Fig. 1: run 1, power grid
Bar = 20 µm. Pins as bars on the die edge.
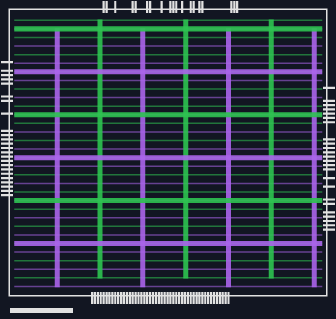
Fig. 2: run 1, cells coloured by class
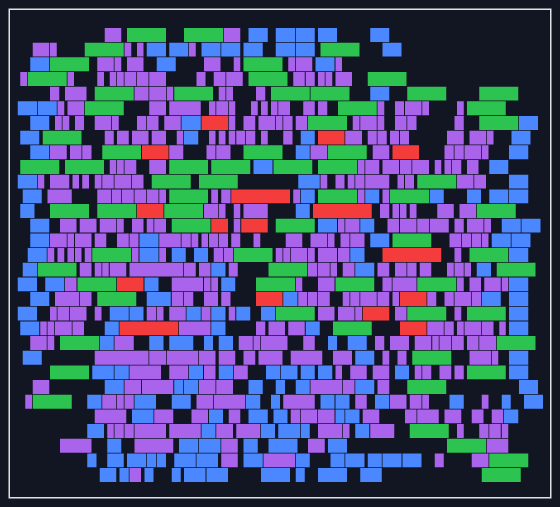
Fig. 3: run 1, clock wires, drivers and flops
Bar = 20 µm.
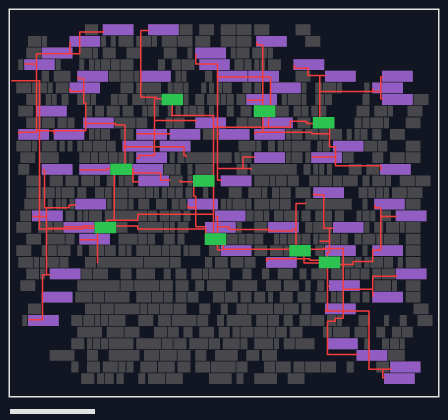
File: src/rtl/decode_hazard_ctrl.sv
// decode_hazard_ctrl: decode->execute sequencer (hold/bubble/flush, forwarding, load-use, branch, mem-wait, perf counters)
// in:  decode sources, EX/MEM/WB destinations, branch resolution, data-memory req/ack
// out: hold_f/hold_d/hold_m, bubble_d, flush_f, fwd_rs1/fwd_rs2, state, stall_cnt, flush_cnt
module decode_hazard_ctrl #(
  parameter int REDIRECT_CYCLES = 1,
  parameter int CNT_W = 32
) (
  input  logic             clk,
  input  logic             reset,
  input  logic             dec_valid,
  input  logic [4:0]       dec_rs1,
  input  logic [4:0]       dec_rs2,
  input  logic             dec_use_rs1,
  input  logic             dec_use_rs2,
  input  logic             ex_valid,
  input  logic [4:0]       ex_rd,
  input  logic             ex_wb_en,
  input  logic             ex_is_load,
  input  logic             ex_br_taken,
  input  logic             mem_valid,
  input  logic [4:0]       mem_rd,
  input  logic             mem_wb_en,
  input  logic             mem_req,
  input  logic             mem_ack,
  input  logic             wb_valid,
  input  logic [4:0]       wb_rd,
  input  logic             wb_wb_en,
  output logic             hold_f,
  output logic             hold_d,
  output logic             hold_m,
  output logic             bubble_d,
  output logic             flush_f,
  output logic [1:0]       fwd_rs1,
  output logic [1:0]       fwd_rs2,
  output logic [1:0]       state,
  output logic [CNT_W-1:0] stall_cnt,
  output logic [CNT_W-1:0] flush_cnt
);
  typedef enum logic [1:0] {RUN = 2'd0, MEMWAIT = 2'd1, REDIRECT = 2'd2} state_t;
  state_t st, st_n;
  logic [2:0] rc, rc_n;
  logic mem_stall, lu, br, br_fire;
  function automatic logic [1:0] src(input logic [4:0] s);
    return s == 5'd0 ? 2'd0 :
           (ex_valid && ex_wb_en && !ex_is_load && ex_rd == s) ? 2'd1 :
           (mem_valid && mem_wb_en && mem_rd == s) ? 2'd2 :
           (wb_valid && wb_wb_en && wb_rd == s) ? 2'd3 : 2'd0;
  endfunction
  assign mem_stall = !mem_ack && (mem_req || st == MEMWAIT);
  assign lu = dec_valid && ex_valid && ex_is_load && ex_rd != 5'd0 &&
              ((dec_use_rs1 && dec_rs1 == ex_rd) || (dec_use_rs2 && dec_rs2 == ex_rd));
  assign br = ex_valid && ex_br_taken;
  assign fwd_rs1 = reset ? 2'd0 : src(dec_rs1);
  assign fwd_rs2 = reset ? 2'd0 : src(dec_rs2);
  assign state = st;
  always_comb begin
    hold_f = 1'b0;
    hold_d = 1'b0;
    hold_m = 1'b0;
    bubble_d = 1'b0;
    flush_f = 1'b0;
    br_fire = 1'b0;
    st_n = RUN;
    rc_n = rc;
    if (reset) begin
      flush_f = 1'b1;
      bubble_d = 1'b1;
      rc_n = 3'd0;
    end else if (mem_stall) begin
      hold_f = 1'b1;
      hold_d = 1'b1;
      hold_m = 1'b1;
      st_n = st == REDIRECT ? REDIRECT : MEMWAIT;
    end else if (br) begin
      flush_f = 1'b1;
      bubble_d = 1'b1;
      br_fire = 1'b1;
      st_n = REDIRECT_CYCLES == 0 ? RUN : REDIRECT;
      rc_n = 3'(REDIRECT_CYCLES);
    end else if (st == REDIRECT) begin
      flush_f = 1'b1;
      bubble_d = 1'b1;
      st_n = rc > 3'd1 ? REDIRECT : RUN;
      rc_n = rc > 3'd1 ? rc - 3'd1 : 3'd0;
    end else if (lu) begin
      hold_f = 1'b1;
      bubble_d = 1'b1;
    end
  end
  always_ff @(posedge clk) begin
    if (reset) begin
      st <= RUN;
      rc <= 3'd0;
      stall_cnt <= '0;
      flush_cnt <= '0;
    end else begin
      st <= st_n;
      rc <= rc_n;
      if (hold_f && stall_cnt != '1) stall_cnt <= stall_cnt + CNT_W'(1);
      if (br_fire && flush_cnt != '1) flush_cnt <= flush_cnt + CNT_W'(1);
    end
  end
endmodule
File: config.mk
export PLATFORM = sky130hd
export DESIGN_NAME = decode_hazard_ctrl
export DESIGN_NICKNAME = d
export VERILOG_FILES = /design/src/rtl/decode_hazard_ctrl.sv
export SDC_FILE = /design/constraint.sdc
export NUM_CORES = 1
export LEC_CHECK = 0
export CAP_MARGIN = 0
export CORE_ASPECT_RATIO = 0.9
export CORE_UTILIZATION = 44
export CTS_BUF_LIST = sky130_fd_sc_hd__clkbuf_8 sky130_fd_sc_hd__clkbuf_16
export DETAILED_ROUTE_END_ITERATION = 8
export PLACE_DENSITY = 0.78
export SKIP_LAST_GASP = 1
export SLEW_MARGIN = 0
export SYNTH_ARGS = -nofsm -noshare
export SYNTH_HDL_FRONTEND = slang
export SYNTH_SLANG_ARGS = --single-unit
export TNS_END_PERCENT = 30
File: constraint.sdc
create_clock -name clk -period 3.1 [get_ports clk]
set_input_delay 0.93 -clock clk [delete_from_list [all_inputs] [get_ports clk]]
set_output_delay 0.93 -clock clk [all_outputs]
set_load 0.03 [all_outputs]
==> flow_summary.yaml, run 1 <==
# generated from flow reports
outcome:
  outcome: "complete, but fails checks"
  failing_checks: "negative setup slack"
grt:
  globalRoute.totalOverflow: 0
  grt_start_max_net_pins: 41
  gr-usage-met2_pct: 43.8
  grt_first_pass_wirelength_mm: 18.8
  grt_antenna_before_repair: 0
cells_and_area:
  areaGrowthSynthToFinish_pct: 54.5
  comb_cells: 378
  final_cell_mix: "sky130_fd_sc_hd__nor2_1, sky130_fd_sc_hd__clkdlybuf4s50_1, sky130_fd_sc_hd__dfxtp_1, sky130_fd_sc_hd__buf_4, sky130_fd_sc_hd__xnor2_1"
  layout.nonclk_buf_share_pct: 25.3
  layoutNonFillerInstCount: 758
  nClkBuffers: 11
  post_route_cells_drive_above_1_share_pct: 22.7
  num-fill-cells: 645
  comb_share_pct: 43.3
  number_of_inserted_diodes: 0
  combGateArea_um2: 2550
clocking:
  tritoncts_clock_tree: "done"
  cts_buffers: 9
  postCtsHoldBufs: 0
  cts.sink_count: 69
  clk_pin_slew_ps: 70
  clock-root-buffer: "sky130_fd_sc_hd__clkbuf_8"
final_timing:
  grt_setup_unrepaired: "yes"
  timing.final.max_slew_violations: 0
  final_worst_path_setup_slack_ps: -98.0
  hold_ws_ps: 502
  final_setup_viols: 3
  tightestPinTransition_ps: 723
  max_slew_margin_pct: 51.3
  achievable_clock_frequency_mhz: 313
worst_hold_path:
  min_to: "rc[0]$_SDFFE_PP0P_"
power_and_ir_drop:
  power.largest_group: "the clock network"
  power.sequential.fraction_pct: 40.7
  power_leakage_uw: 0.00218
  power.share.combinational_pct: 12.5
  post-layout-total-power_uw: 2200
place:
  gpl.final_weighted_congestion: 0.863
  numPlacedInstances: 737
  placed_cell_area_um2: 5370
  place_ws_ps: -586
detailed_routing:
  routed.top_layer: "met4"
  post-route-drc-count: 0
  postRouteWirelength_mm: 11.8
  wl_met2_mm: 6.02
  drt-initial-drc-count: 132
  num_vias: 4125
  wl_per_cell_um: 15.6
floorplanning:
  design.portCount: 115
  init_core_util_pct: 46.4
  die_area_um2: 9040
synth:
  postSynthNetCount: 519
  top_cells_by_count: "sky130_fd_sc_hd__nor2_1, sky130_fd_sc_hd__dfxtp_1, sky130_fd_sc_hd__xnor2_1"
  ys_area_um2: 3810
  synth.comb.largest_family: "simple AND/OR/NAND/NOR gates"
  post_synth_inst_count: 476
  post_synth.cell_area_avg_um2: 8.01
  ys_warn_count: 0
  synth.largest_area_cell: "sky130_fd_sc_hd__dfxtp_1"
  yosys.area.top_type_share_pct: 36.2
  post_synth_instance_area_um2: 3810
  yosys.area_share.aoi_pct: 6.07
  yosysSeqAreaShare_pct: 36.2
  async_flop_share_pct: 0
  synth-adder-area-share_pct: 0.985
  post_synth_and_or_nand_nor_area_fraction_pct: 33.6
setup_path:
  start_kind: "primary input"
  cp_num_cells: 7
  crit_path_end: "fwd_rs1[1]"
  critPathTopFamily: "simple AND/OR/NAND/NOR gates"
  worst-path-max-fanout: 4
  reg2regPathDepth: 6
  worst-r2r-setup-slack_ps: 530
  crit_required_ps: 2170
  worst_path_largest_cell_delay_ps: 370
  critical_path_at_ps: 2270
  setup.worst_path.start: "dec_rs1[4]"
flow_run:
  total_tool_warning_count: 29
## Picture notes: Fig. 1
Green is VDD. Purple is VSS.
32 met1 rails follow the rows. 7 straps on met4. 6 straps on met5. 115 signal pins sit on the boundary.
die outline width: 100 µm
core box area: 8220 µm²
Die Ht: 90.3 µm
maximum VDD drop: 0.253 mV

## Picture notes: Fig. 2
Red is clock drivers and dummy loads, cells 16, share of their area 4.9%. Purple is remaining logic cells, cells 390, share of their area 45%. Blue is remaining buffers and delay cells, cells 168, share of their area 26%. Green is registers, cells 69, share of their area 24%.
utilization of the core after routing: 71.6%
number of core rows: 31
area of all placed cells without fillers: 5890 µm²
sequential cell area share: 23.5%

## Picture notes: Fig. 3
Green is clock-net drivers, count 9. Purple is flip-flops, count 69. Red is clock wires, length 957 µm.
Position of the flops: all over the die.
clock group total power: 1030 µW
Layout Skew: 14.1 ps
worst-skew pair later-pin latency: 350 ps
power share of the clock group: 46.8%

Fig. 4: run 1, routed metal, one colour a layer
Bar = 20 µm.
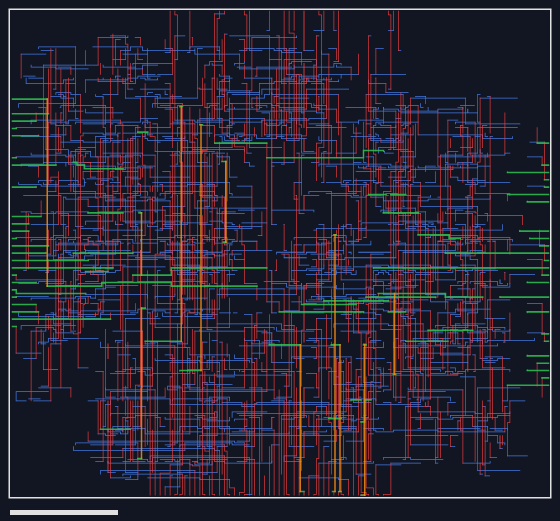

==> run 2, diff against run 1 <==
Settings changed: CELL_PAD_IN_SITES_DETAIL_PLACEMENT set to 1, CELL_PAD_IN_SITES_GLOBAL_PLACEMENT set to 1, CORE_UTILIZATION 44 to 34, PLACE_DENSITY 0.78 to 0.82.
Fig. 5: run 2, routed metal, one colour a layer
Bar = 20 µm.
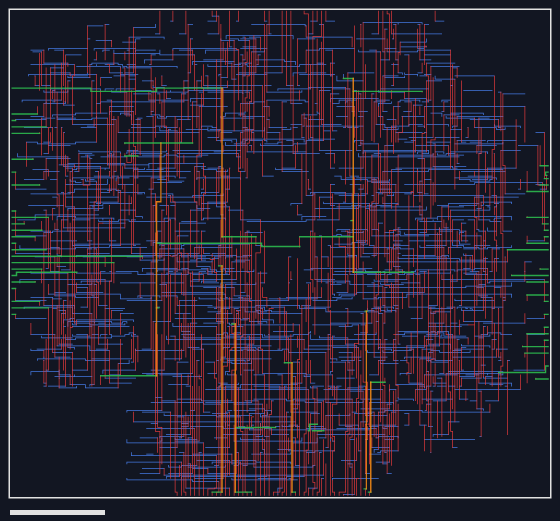
Orange is M4, wire length 293 µm. Green is M3, wire length 408 µm. Red is M2, wire length 7,160 µm. Blue is M1, wire length 5,600 µm.
gr usage total: 23.5%
post-DR wirelength/cell: 16.9 µm

==> run 2 against run 1 <==
  * The run still ends with negative setup slack left
  * Register-to-register slack worse by 30 ps
  * Core utilization down 17 points
  * Total power down 2.6%
  * Non-clock buffer count down 1
  * Sequential cell count unchanged
  * Worst hold slack better by 9.6 ps
  * Combinational power about the same
  * Critical path depth unchanged
  * Clock skew down 11 ps
  * Area after synthesis unchanged
  * Global-route usage down 2.1 points
  * Critical endpoint unchanged
==> flow_summary.yaml, run 2 <==
# generated from flow reports
cells_and_area:
  layoutNonFillerInstCount: 794
  number_of_inserted_diodes: 0
  num-fill-cells: 1321
  final_cell_mix: "sky130_fd_sc_hd__nor2_1, sky130_fd_sc_hd__clkdlybuf4s50_1, sky130_fd_sc_hd__dfxtp_1, sky130_fd_sc_hd__buf_4, sky130_fd_sc_hd__xnor2_1"
  fin_util_pct: 54.4
  post_route_cells_drive_above_1_share_pct: 22.1
  combGateArea_um2: 2530
  layout.nonclk_buf_share_pct: 25.1
  areaGrowthSynthToFinish_pct: 55.0
  comb_share_pct: 42.8
  nClkBuffers: 11
  seq_area_share_pct: 23.4
  comb_cells: 378
place:
  placed_cell_area_um2: 5390
  dp_hpwl_mm: 9.81
  numPlacedInstances: 770
  place_ws_ps: -576
  gpl.final_weighted_congestion: 0.925
outcome:
  outcome: "complete, but fails checks"
  failing_checks: "negative setup slack"
synth:
  top_cells_by_count: "sky130_fd_sc_hd__nor2_1, sky130_fd_sc_hd__dfxtp_1, sky130_fd_sc_hd__xnor2_1"
  async_flop_share_pct: 0
  post_synth_instance_area_um2: 3810
  synth-adder-area-share_pct: 0.985
  yosysSeqAreaShare_pct: 36.2
  yosys.area_share.aoi_pct: 6.07
  post_synth_and_or_nand_nor_area_fraction_pct: 33.6
  ys_warn_count: 0
  post_synth.cell_area_avg_um2: 8.01
  postSynthNetCount: 519
  synth.largest_area_cell: "sky130_fd_sc_hd__dfxtp_1"
  yosys.area.top_type_share_pct: 36.2
  ys_area_um2: 3810
  enable_flop_cells: 0
power_and_ir_drop:
  power.sequential.fraction_pct: 41.8
  power.largest_group: "the clock network"
  clockPowerShare_pct: 45.2
  pg_clk_uw: 969
  power_leakage_uw: 0.00217
  post-layout-total-power_uw: 2140
  power.share.combinational_pct: 13.0
setup_path:
  setup.worst_path.start: "dec_rs1[0]"
  reg2regPathDepth: 7
  cp_num_cells: 7
  worst-r2r-setup-slack_ps: 500
  critical_path_at_ps: 2260
  crit_path_end: "fwd_rs1[1]"
  worst-path-max-fanout: 2
  worst_path_largest_cell_delay_ps: 340
  crit_required_ps: 2170
  start_kind: "primary input"
detailed_routing:
  num_vias: 4049
  wl_met2_mm: 7.16
  routed.top_layer: "met4"
  met3_wirelength_um: 408
  postRouteWirelength_mm: 13.5
  post-route-drc-count: 0
final_timing:
  final_worst_path_setup_slack_ps: -85.3
  achievable_clock_frequency_mhz: 314
  finalClockSkew_ps: 3.33
  timing.final.max_slew_violations: 0
  hold_ws_ps: 512
  max_slew_margin_pct: 57.0
  grt_setup_unrepaired: "yes"
  final_setup_viols: 4
  tightestPinTransition_ps: 639
clocking:
  worst_skew_pair.late_latency_ps: 330
  postCtsHoldBufs: 0
  clk_pin_slew_ps: 60
  cts_buffers: 9
  tritoncts_clock_tree: "done"
  clock-root-buffer: "sky130_fd_sc_hd__clkbuf_16"
grt:
  globalRoute.totalOverflow: 0
  grt_antenna_before_repair: 0
  grt_start_max_net_pins: 26
  gr-usage-met2_pct: 45.0
  grt_first_pass_wirelength_mm: 21.5
flow_run:
  total_tool_warning_count: 29
floorplanning:
  die_area_um2: 11600
  design.portCount: 115
  fp-row-count: 36
  init_core_util_pct: 35.1
Fig. 6: run 2, power grid
Bar = 20 µm. Pins as bars on the die edge.
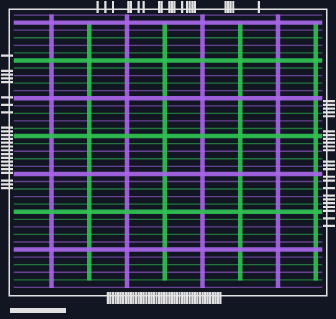
Green is VDD. Purple is VSS.
The core has 36 rows. 7 straps on met5.
Die Ht: 102 µm
core box area: 10,900 µm²
die outline width: 114 µm
maximum VDD drop: 0.235 mV

Power is estimated from default activity; no workload was simulated.
